File: src/rtl/fetch_seq_pkg.sv
// Shared definitions for the instruction-fetch sequencer.
//   state_e           : FSM state encoding (ST_INIT, ST_FETCH, ST_ISSUE, ST_HALT).
//   DEFAULT_RESET_VEC : default address loaded into the PC after reset.
package fetch_seq_pkg;

    typedef enum logic [1:0] {
        ST_INIT  = 2'd0,
        ST_FETCH = 2'd1,
        ST_ISSUE = 2'd2,
        ST_HALT  = 2'd3
    } state_e;

    localparam int unsigned DEFAULT_RESET_VEC = 0;

endpackage

File: src/rtl/fetch_seq_if.sv
// Handshake bundle between the fetch sequencer and its neighbours.
//   mem_*   : instruction memory read (req/ack, ack is a one-cycle data strobe)
//   instr_* : instruction hand-off to decode (valid/ready)
//   br_*    : branch redirect from execute (valid held until ack)
// master = fetch_seq side, slave = memory/decode/execute side.
interface fetch_seq_if #(
    parameter int unsigned WIDTH  = 8,
    parameter int unsigned IWIDTH = 8
) ();

    logic              mem_req;
    logic [WIDTH-1:0]  mem_adr;
    logic              mem_ack;
    logic [IWIDTH-1:0] mem_rdata;

    logic              instr_valid;
    logic [IWIDTH-1:0] instr_data;
    logic [WIDTH-1:0]  instr_adr;
    logic              instr_ready;

    logic              br_valid;
    logic [WIDTH-1:0]  br_target;
    logic              br_ack;

    modport master (
        output mem_req, mem_adr,
        input  mem_ack, mem_rdata,
        output instr_valid, instr_data, instr_adr,
        input  instr_ready,
        input  br_valid, br_target,
        output br_ack
    );

    modport slave (
        input  mem_req, mem_adr,
        output mem_ack, mem_rdata,
        input  instr_valid, instr_data, instr_adr,
        output instr_ready,
        output br_valid, br_target,
        input  br_ack
    );

endinterface

File: src/rtl/fetch_timer.sv
// Fetch timeout counter.
//   clk, reset_n : clock, asynchronous active-low reset
//   clear        : zero the count (state entry or mem_ack)
//   run          : count this cycle
//   expired      : this is the TIMEOUT-th counted cycle since the last clear
module fetch_timer #(
    parameter int unsigned TIMEOUT = 16
) (
    input  logic clk,
    input  logic reset_n,
    input  logic clear,
    input  logic run,
    output logic expired
);

    localparam int unsigned CntW = (TIMEOUT > 2) ? $clog2(TIMEOUT) : 1;

    logic [CntW-1:0] count_q, count_d;

    always_comb begin
        count_d = count_q;
        if (clear) begin
            count_d = '0;
        end else if (run) begin
            count_d = count_q + CntW'(1);
        end
    end

    always_ff @(posedge clk or negedge reset_n) begin
        if (!reset_n) begin
            count_q <= '0;
        end else begin
            count_q <= count_d;
        end
    end

    assign expired = run && !clear && (count_q == CntW'(TIMEOUT - 1));

endmodule

File: src/rtl/fetch_seq.sv
// Instruction-fetch sequencer: drives the PC control inputs, fetches one word per PC
// value over mem req/ack, presents it to decode over valid/ready and accepts branch
// redirects from execute.
//   clk, reset_n        : clock, asynchronous active-low reset
//   run                 : fetch enable; low drains to HALT
//   pc_adr              : current PC value
//   pc_enable / pc_load : PC increment / load requests (load wins, never both)
//   pc_nxt_adr          : PC load value
//   halted              : high in HALT
//   fetch_err           : sticky fetch timeout flag
//   bus                 : mem / instr / br handshakes (fetch_seq_if.master)
// Optional build macro FETCH_TIMEOUT_EN adds a fetch timeout (fetch_timer).
module fetch_seq
    import fetch_seq_pkg::*;
#(
    parameter int unsigned WIDTH     = 8,
    parameter int unsigned IWIDTH    = 8,
    parameter int unsigned RESET_VEC = DEFAULT_RESET_VEC,
    parameter int unsigned TIMEOUT   = 16
) (
    input  logic             clk,
    input  logic             reset_n,
    input  logic             run,
    input  logic [WIDTH-1:0] pc_adr,
    output logic             pc_enable,
    output logic             pc_load,
    output logic [WIDTH-1:0] pc_nxt_adr,
    output logic             halted,
    output logic             fetch_err,
    fetch_seq_if.master      bus
);

    localparam logic [WIDTH-1:0] ResetAdr = WIDTH'(RESET_VEC);

    state_e            state_q, state_d;
    logic [IWIDTH-1:0] instr_data_q, instr_data_d;
    logic [WIDTH-1:0]  instr_adr_q, instr_adr_d;
    logic              timer_expired;
    logic              timeout_hit;
    logic              err_q;

    always_comb begin
        state_d         = state_q;
        instr_data_d    = instr_data_q;
        instr_adr_d     = instr_adr_q;
        pc_enable       = 1'b0;
        pc_load         = 1'b0;
        pc_nxt_adr      = ResetAdr;
        bus.mem_req     = 1'b0;
        bus.instr_valid = 1'b0;
        bus.br_ack      = 1'b0;
        halted          = 1'b0;
        timeout_hit     = 1'b0;

        unique case (state_q)
            ST_INIT: begin
                // State is forced to INIT while reset is held; keep pc_load quiet then.
                pc_load = reset_n;
                state_d = run ? ST_FETCH : ST_HALT;
            end
            ST_FETCH: begin
                bus.mem_req = 1'b1;
                if (bus.mem_ack) begin
                    if (bus.br_valid) begin
                        // Redirect: drop the returned word and re-request at the target.
                        pc_load    = 1'b1;
                        pc_nxt_adr = bus.br_target;
                        bus.br_ack = 1'b1;
                    end else begin
                        instr_data_d = bus.mem_rdata;
                        instr_adr_d  = pc_adr;
                        state_d      = ST_ISSUE;
                    end
                end else if (timer_expired) begin
                    timeout_hit = 1'b1;
                    state_d     = ST_HALT;
                end
            end
            ST_ISSUE: begin
                bus.instr_valid = 1'b1;
                if (bus.br_valid) begin
                    pc_load    = 1'b1;
                    pc_nxt_adr = bus.br_target;
                    bus.br_ack = 1'b1;
                    state_d    = run ? ST_FETCH : ST_HALT;
                end else if (bus.instr_ready) begin
                    pc_enable = 1'b1;
                    state_d   = run ? ST_FETCH : ST_HALT;
                end
            end
            ST_HALT: begin
                halted = 1'b1;
                if (bus.br_valid) begin
                    pc_load    = 1'b1;
                    pc_nxt_adr = bus.br_target;
                    bus.br_ack = 1'b1;
                end
                // A timeout pins the sequencer here until reset.
                if (run && !err_q) begin
                    state_d = ST_FETCH;
                end
            end
        endcase
    end

    always_ff @(posedge clk or negedge reset_n) begin
        if (!reset_n) begin
            state_q      <= ST_INIT;
            instr_data_q <= '0;
            instr_adr_q  <= '0;
        end else begin
            state_q      <= state_d;
            instr_data_q <= instr_data_d;
            instr_adr_q  <= instr_adr_d;
        end
    end

`ifdef FETCH_TIMEOUT_EN
    logic timer_clear;
    logic err_d;

    assign timer_clear = (state_q != ST_FETCH) || bus.mem_ack;
    assign err_d       = err_q || timeout_hit;

    fetch_timer #(
        .TIMEOUT (TIMEOUT)
    ) u_fetch_timer (
        .clk     (clk),
        .reset_n (reset_n),
        .clear   (timer_clear),
        .run     (state_q == ST_FETCH),
        .expired (timer_expired)
    );

    always_ff @(posedge clk or negedge reset_n) begin
        if (!reset_n) begin
            err_q <= 1'b0;
        end else begin
            err_q <= err_d;
        end
    end
`else
    assign timer_expired = 1'b0;
    assign err_q         = 1'b0;
`endif

    assign fetch_err      = err_q;
    assign bus.mem_adr    = pc_adr;
    assign bus.instr_data = instr_data_q;
    assign bus.instr_adr  = instr_adr_q;

endmodule

File: src/flat_wrapper.sv
// flat-port wrapper written by rule: the top's interface ports become plain ports
module fetch_seq_flat import fetch_seq_pkg::*;
#(
    parameter int unsigned WIDTH     = 8,
    parameter int unsigned IWIDTH    = 8,
    parameter int unsigned RESET_VEC = DEFAULT_RESET_VEC,
    parameter int unsigned TIMEOUT   = 16
)
  (clk, reset_n, run, pc_adr, pc_enable, pc_load, pc_nxt_adr, halted, fetch_err, bus_mem_req, bus_mem_adr, bus_mem_ack, bus_mem_rdata, bus_instr_valid, bus_instr_data, bus_instr_adr, bus_instr_ready, bus_br_valid, bus_br_target, bus_br_ack);
  fetch_seq_if #(.WIDTH(WIDTH), .IWIDTH(IWIDTH)) bus_i ();
  input  logic clk;
  input  logic reset_n;
  input  logic run;
  input  logic [WIDTH-1:0] pc_adr;
  output logic pc_enable;
  output logic pc_load;
  output logic [WIDTH-1:0] pc_nxt_adr;
  output logic halted;
  output logic fetch_err;
  output wire logic [$bits(bus_i.mem_req)-1:0] bus_mem_req;
  output wire logic [$bits(bus_i.mem_adr)-1:0] bus_mem_adr;
  input wire logic [$bits(bus_i.mem_ack)-1:0] bus_mem_ack;
  input wire logic [$bits(bus_i.mem_rdata)-1:0] bus_mem_rdata;
  output wire logic [$bits(bus_i.instr_valid)-1:0] bus_instr_valid;
  output wire logic [$bits(bus_i.instr_data)-1:0] bus_instr_data;
  output wire logic [$bits(bus_i.instr_adr)-1:0] bus_instr_adr;
  input wire logic [$bits(bus_i.instr_ready)-1:0] bus_instr_ready;
  input wire logic [$bits(bus_i.br_valid)-1:0] bus_br_valid;
  input wire logic [$bits(bus_i.br_target)-1:0] bus_br_target;
  output wire logic [$bits(bus_i.br_ack)-1:0] bus_br_ack;
  assign bus_mem_req = bus_i.mem_req;
  assign bus_mem_adr = bus_i.mem_adr;
  assign bus_i.mem_ack = bus_mem_ack;
  assign bus_i.mem_rdata = bus_mem_rdata;
  assign bus_instr_valid = bus_i.instr_valid;
  assign bus_instr_data = bus_i.instr_data;
  assign bus_instr_adr = bus_i.instr_adr;
  assign bus_i.instr_ready = bus_instr_ready;
  assign bus_i.br_valid = bus_br_valid;
  assign bus_i.br_target = bus_br_target;
  assign bus_br_ack = bus_i.br_ack;
  fetch_seq #(.WIDTH(WIDTH), .IWIDTH(IWIDTH), .RESET_VEC(RESET_VEC), .TIMEOUT(TIMEOUT)) u_core (.clk(clk), .reset_n(reset_n), .run(run), .pc_adr(pc_adr), .pc_enable(pc_enable), .pc_load(pc_load), .pc_nxt_adr(pc_nxt_adr), .halted(halted), .fetch_err(fetch_err), .bus(bus_i));
endmodule
File: config.mk
export PLATFORM = sky130hd
export DESIGN_NAME = fetch_seq_flat
export DESIGN_NICKNAME = d
export VERILOG_FILES = /design/src/rtl/fetch_seq_pkg.sv /design/src/rtl/fetch_seq_if.sv /design/src/rtl/fetch_timer.sv /design/src/rtl/fetch_seq.sv /design/src/flat_wrapper.sv
export SDC_FILE = /design/constraint.sdc
export NUM_CORES = 1
export LEC_CHECK = 0
export ABC_AREA = 0
export CAP_MARGIN = 20
export CORE_ASPECT_RATIO = 1.1
export CORE_MARGIN = 3
export CORE_UTILIZATION = 36
export CTS_CLUSTER_DIAMETER = 120
export DETAILED_ROUTE_END_ITERATION = 10
export PLACE_DENSITY = 0.83
export SLEW_MARGIN = 20
export SYNTH_ARGS = -nofsm -noshare
export SYNTH_HDL_FRONTEND = slang
export SYNTH_HIERARCHICAL = 1
export SYNTH_SLANG_ARGS = --single-unit
File: constraint.sdc
create_clock -name clk -period 2.8 [get_ports clk]
set_clock_uncertainty 0.1 [all_clocks]
set_input_delay 0.7 -clock clk [delete_from_list [all_inputs] [get_ports clk]]
set_output_delay 0.7 -clock clk [all_outputs]
set_load 0.01 [all_outputs]
==> results.sh, run 1 <==
# yosys + openroad results
export IMPL_status="complete, no violations"
export IMPL_drc=0
export IMPL_fin_tns_setup_ps=0
export IMPL_final_min_clock_period_ps=2740
export IMPL_top_cell="dfrtp_1"
export IMPL_ys_warn_count=6
export IMPL_taps=30
export IMPL_nFillCells=176
export IMPL_r2r_cells=3
export IMPL_syn_to_final_growth_pct=75.7
export IMPL_area_share_clock_buf_inv_pct=2.27
export IMPL_nets=164
export IMPL_edf_count=0
export IMPL_finalClockPeriodUsage_pct=97.8
export IMPL_worstSetupStartpointType="input port"
export IMPL_p_sw_mw=0.284
export IMPL_rrSetupSlack_ps=1170
export IMPL_grt_use_met2_pct=26.0
export IMPL_top_usage_layer="met2"
export IMPL_yosys_cells=70
export IMPL_use_met3_pct=5.82
export IMPL_path_max_fanout=4
export IMPL_ios=69
export IMPL_grt_first_pass_wirelength_mm=3.60
export IMPL_required_ps=2000
export IMPL_buf_share_pct=43.6
export IMPL_hold_end="u_core/bus.instr_data[7]"
export IMPL_cp_data_arrival_time_ps=1940
export IMPL_largestClassByArea="non-clock buffers"
export IMPL_min_from="u_core/bus.instr_data[7]"
export IMPL_top_area_cell="dfrtp_1"
export IMPL_dp_cells=157
export IMPL_maxCapViolCount=0
export IMPL_hold_path_class="reg -> reg"
export IMPL_synth_seq_share_pct=49.5
export IMPL_hold_worst_slack_ps=413
export IMPL_regArea_um2=450
export IMPL_p_leak_nw=0.707
export IMPL_cts_max_path_buffers=2
export IMPL_yosys_cell_types_count=19
export IMPL_crit_end="pc_enable"
export IMPL_cts_setup_buffers=1
export IMPL_ctsResizeCount=12
export IMPL_holdPathStages=1
export IMPL_setup_violations=0
export IMPL_logic_gates=37
export IMPL_slew_violations=0
export IMPL_dominantRegCellSynth="dfrtp_1"
export IMPL_max_freq_mhz=365
export IMPL_drive_above_1_share_pct=21.1
export IMPL_r2r_start="u_core/state_q[1]"
export IMPL_synth_flops=18
export IMPL_p_clk_share_pct=15.5
export IMPL_switching_share_pct=28.1
export IMPL_n_all_inverters=3
export IMPL_syn_avg_cell_area_um2=13.0
export IMPL_syn_instance_count=70
export IMPL_comb_share_pct=22.9
export IMPL_buffers_excl_clock=71
export IMPL_cts_htree_levels=1
export IMPL_p_per_area_mw_per_mm2=632
export IMPL_drt_met1_wl_um=911
export IMPL_antennaDiodeCount=0
export IMPL_critPathLaunch="bus_br_valid"
export IMPL_vias_per_cell=4.71
export IMPL_hpwl_mm=1.89
export IMPL_path_clk_slew_ps=100
export IMPL_seq_cells=18
export IMPL_synth_nets=100
export IMPL_logic_area_um2=365
export IMPL_p_seq_share_pct=38.3
-- run 1: through the flow --
stage / utilization [%] / setup slack [ps] / instance area, µm²
6_report: 68.9 / 60.7 / 1600
5_1_grt: 68.9 / -22.2 / 1600
4_1_cts: 68.2 / 8.88 / 1580
3_5_place_dp: 66.3 / -398 / 1540
3_3_place_gp: 66.3 / -263 / 1540
2_1_floorplan: - / 660 / 910
-- run 1: critical path, cell delays in order --
cell             delay, ps
clkdlybuf4s50_1        450
inv_2                  110
and3_1                 150
clkdlybuf4s50_1        530
-- run 1: power by group through the flow --
stage	Sequential (mW)	Combinational, mW	Clock (mW)
finish	0.386	0.466	0.157
global route	0.399	0.496	0.174
CTS	0.387	0.461	0.164
detailed placement	0.390	0.463	0
global placement	0.387	0.453	0
floorplan	0.425	0.160	0
Run 1, clock routing:
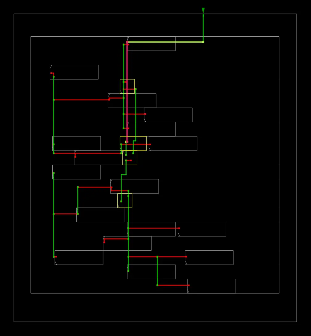
TritonCTS Buffers: 3
CLK BUF: 4

Run 1, M1 wires:
Scale bar: 20 µm.
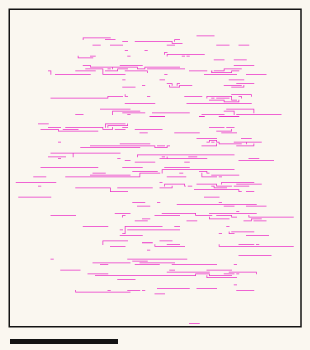
longest straight run: 18.6 µm
nets with wire on the layer: 124
wire length on this layer: 911 µm
main direction: horizontal
Routed WL: 2.46 mm
routed vias: 768
GR met1 Demand/Resource: 18.0%

Run 1, routed metal per tile:
Scale bar: 20 µm. The die is cut into 11 by 12 equal tiles; dark blue is low, red is high, scaled to the fullest tile. Values are wire area over tile area, all layers added.
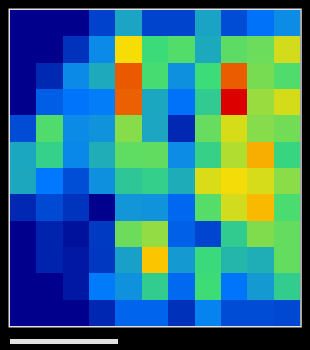
emptiest ninth of the die: bottom left
mean over tiles: 0.14
fullest tile: 0.39
nearly empty tiles: 11%
tiles over half the peak: 30%
Wirelength per Cell: 15.1 µm
Overall Global Routing Usage: 15.8%

==> run 2: changes to the inputs <==
--- a/config.mk
+++ b/config.mk
@@ -9,10 +9,11 @@
 export CAP_MARGIN = 20
 export CORE_ASPECT_RATIO = 1.1
 export CORE_MARGIN = 3
-export CORE_UTILIZATION = 36
+export CORE_UTILIZATION = 31
+export CTS_BUF_LIST = sky130_fd_sc_hd__clkbuf_8
 export CTS_CLUSTER_DIAMETER = 120
 export DETAILED_ROUTE_END_ITERATION = 10
-export PLACE_DENSITY = 0.83
+export PLACE_DENSITY = 0.76
 export SLEW_MARGIN = 20
 export SYNTH_ARGS = -nofsm -noshare
 export SYNTH_HDL_FRONTEND = slang
==> constraint.sdc (replaced) <==
create_clock -name clk -period 2.5 [get_ports clk]
set_clock_uncertainty 0.1 [all_clocks]
set_input_delay 0.625 -clock clk [delete_from_list [all_inputs] [get_ports clk]]
set_output_delay 0.625 -clock clk [all_outputs]
set_load 0.01 [all_outputs]
Run 2, M1 wires:
Scale bar: 20 µm.
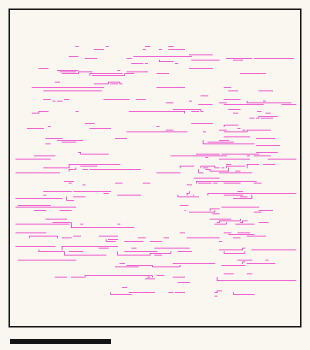
nets with wire on the layer: 128
main direction: horizontal
wire length on this layer: 907 µm
share of all routed wire: 37%
longest straight run: 17.5 µm
GR met1 Demand/Resource: 13.9%
routed vias: 797
Routed WL: 2.44 mm

==> results.sh, run 2 <==
# yosys + openroad results
export IMPL_status="complete, no violations"
export IMPL_edf_count=0
export IMPL_seq_cells=18
export IMPL_r2r_cells=3
export IMPL_postLayoutCellArea_mm2=0.00163
export IMPL_cp_num_buf_inv=4
export IMPL_cts_setup_buffers=4
export IMPL_syn_instance_count=70
export IMPL_area_share_clock_buf_inv_pct=3.37
export IMPL_slew_violations=0
export IMPL_cpMaxStageDelayCell="clkdlybuf4s50_1"
export IMPL_placed_cell_area_mm2=0.00157
export IMPL_dominantRegCellSynth="dfrtp_1"
export IMPL_top_area_cell="dfrtp_1"
export IMPL_hold_end="u_core/bus.instr_data[5]"
export IMPL_p_per_area_mw_per_mm2=725
export IMPL_grt_first_pass_wirelength_mm=3.84
export IMPL_dp_cells=160
export IMPL_p_seq_share_pct=37.0
export IMPL_synth_seq_share_pct=49.5
export IMPL_nFillCells=227
export IMPL_pg_clk_mw=0.226
export IMPL_logic_area_um2=380
export IMPL_crit_family="buffers and inverters"
export IMPL_hold_path_class="reg -> reg"
export IMPL_p_sw_mw=0.320
export IMPL_yosys_cell_types_count=19
export IMPL_maxCapViolCount=0
export IMPL_min_from="u_core/bus.instr_data[5]"
export IMPL_antennaDiodeCount=0
export IMPL_worstSetupStartpointType="input port"
export IMPL_hpwl_mm=1.86
export IMPL_cts_max_path_buffers=2
export IMPL_switching_share_pct=27.0
export IMPL_required_ps=1770
export IMPL_synth_nets=100
export IMPL_drive_above_1_share_pct=29.9
export IMPL_track_usage_pct=12.9
export IMPL_cts_buffers=3
export IMPL_synth_flops=18
export IMPL_finalClockPeriodUsage_pct=96.9
export IMPL_p_leak_nw=0.722
export IMPL_taps=31
export IMPL_ys_warn_count=6
export IMPL_path_clk_slew_ps=60
export IMPL_buffers_excl_clock=75
export IMPL_yosys_cells=70
export IMPL_setup_violations=0
export IMPL_fin_tns_setup_ps=0
export IMPL_cts_htree_levels=1
export IMPL_ctsResizeCount=35
export IMPL_syn_avg_cell_area_um2=13.0
export IMPL_vias_per_cell=4.74
export IMPL_largestClassByArea="non-clock buffers"
export IMPL_rrSetupSlack_ps=940
export IMPL_p_clk_share_pct=19.1
export IMPL_critPathMaxStageDelay_ps=490
export IMPL_syn_to_final_growth_pct=79.6
export IMPL_holdPathStages=1
export IMPL_path_max_fanout=4
export IMPL_wl_per_cell_um=14.5
-- run 2: netlist changes by cell type in the layout (fill, tap and decap cells not counted), sizes merged --
cell	previous run	this run
dlygate4sd2	7	4
clkdlybuf4s50	57	55
dlymetal6s2s	1	0
buf	4	14
-- run 2: how the worst max path moves through the flow --
stage,slack [ps],start,depth (start not counted),end
after global placement,-410,bus_mem_ack,4,pc_load
after floorplan,510,bus_mem_ack,2,pc_load
after global routing,9,bus_br_valid,5,pc_nxt_adr[5]
after detailed placement,-530,bus_mem_ack,4,pc_load
after CTS,3,bus_br_valid,5,pc_nxt_adr[6]
final,80,bus_br_valid,5,bus_br_ack
-- run 2: layer usage --
metal | up-vias | global-route usage, %
met1 | 376 | 13.9
met4 | 0 | 1.74
met5 | - | 0
met2 | 52 | 24.6
li1 | 369 | -
met3 | 0 | 3.72
Power figures rest on the tool's default switching activity, not on a simulated workload.
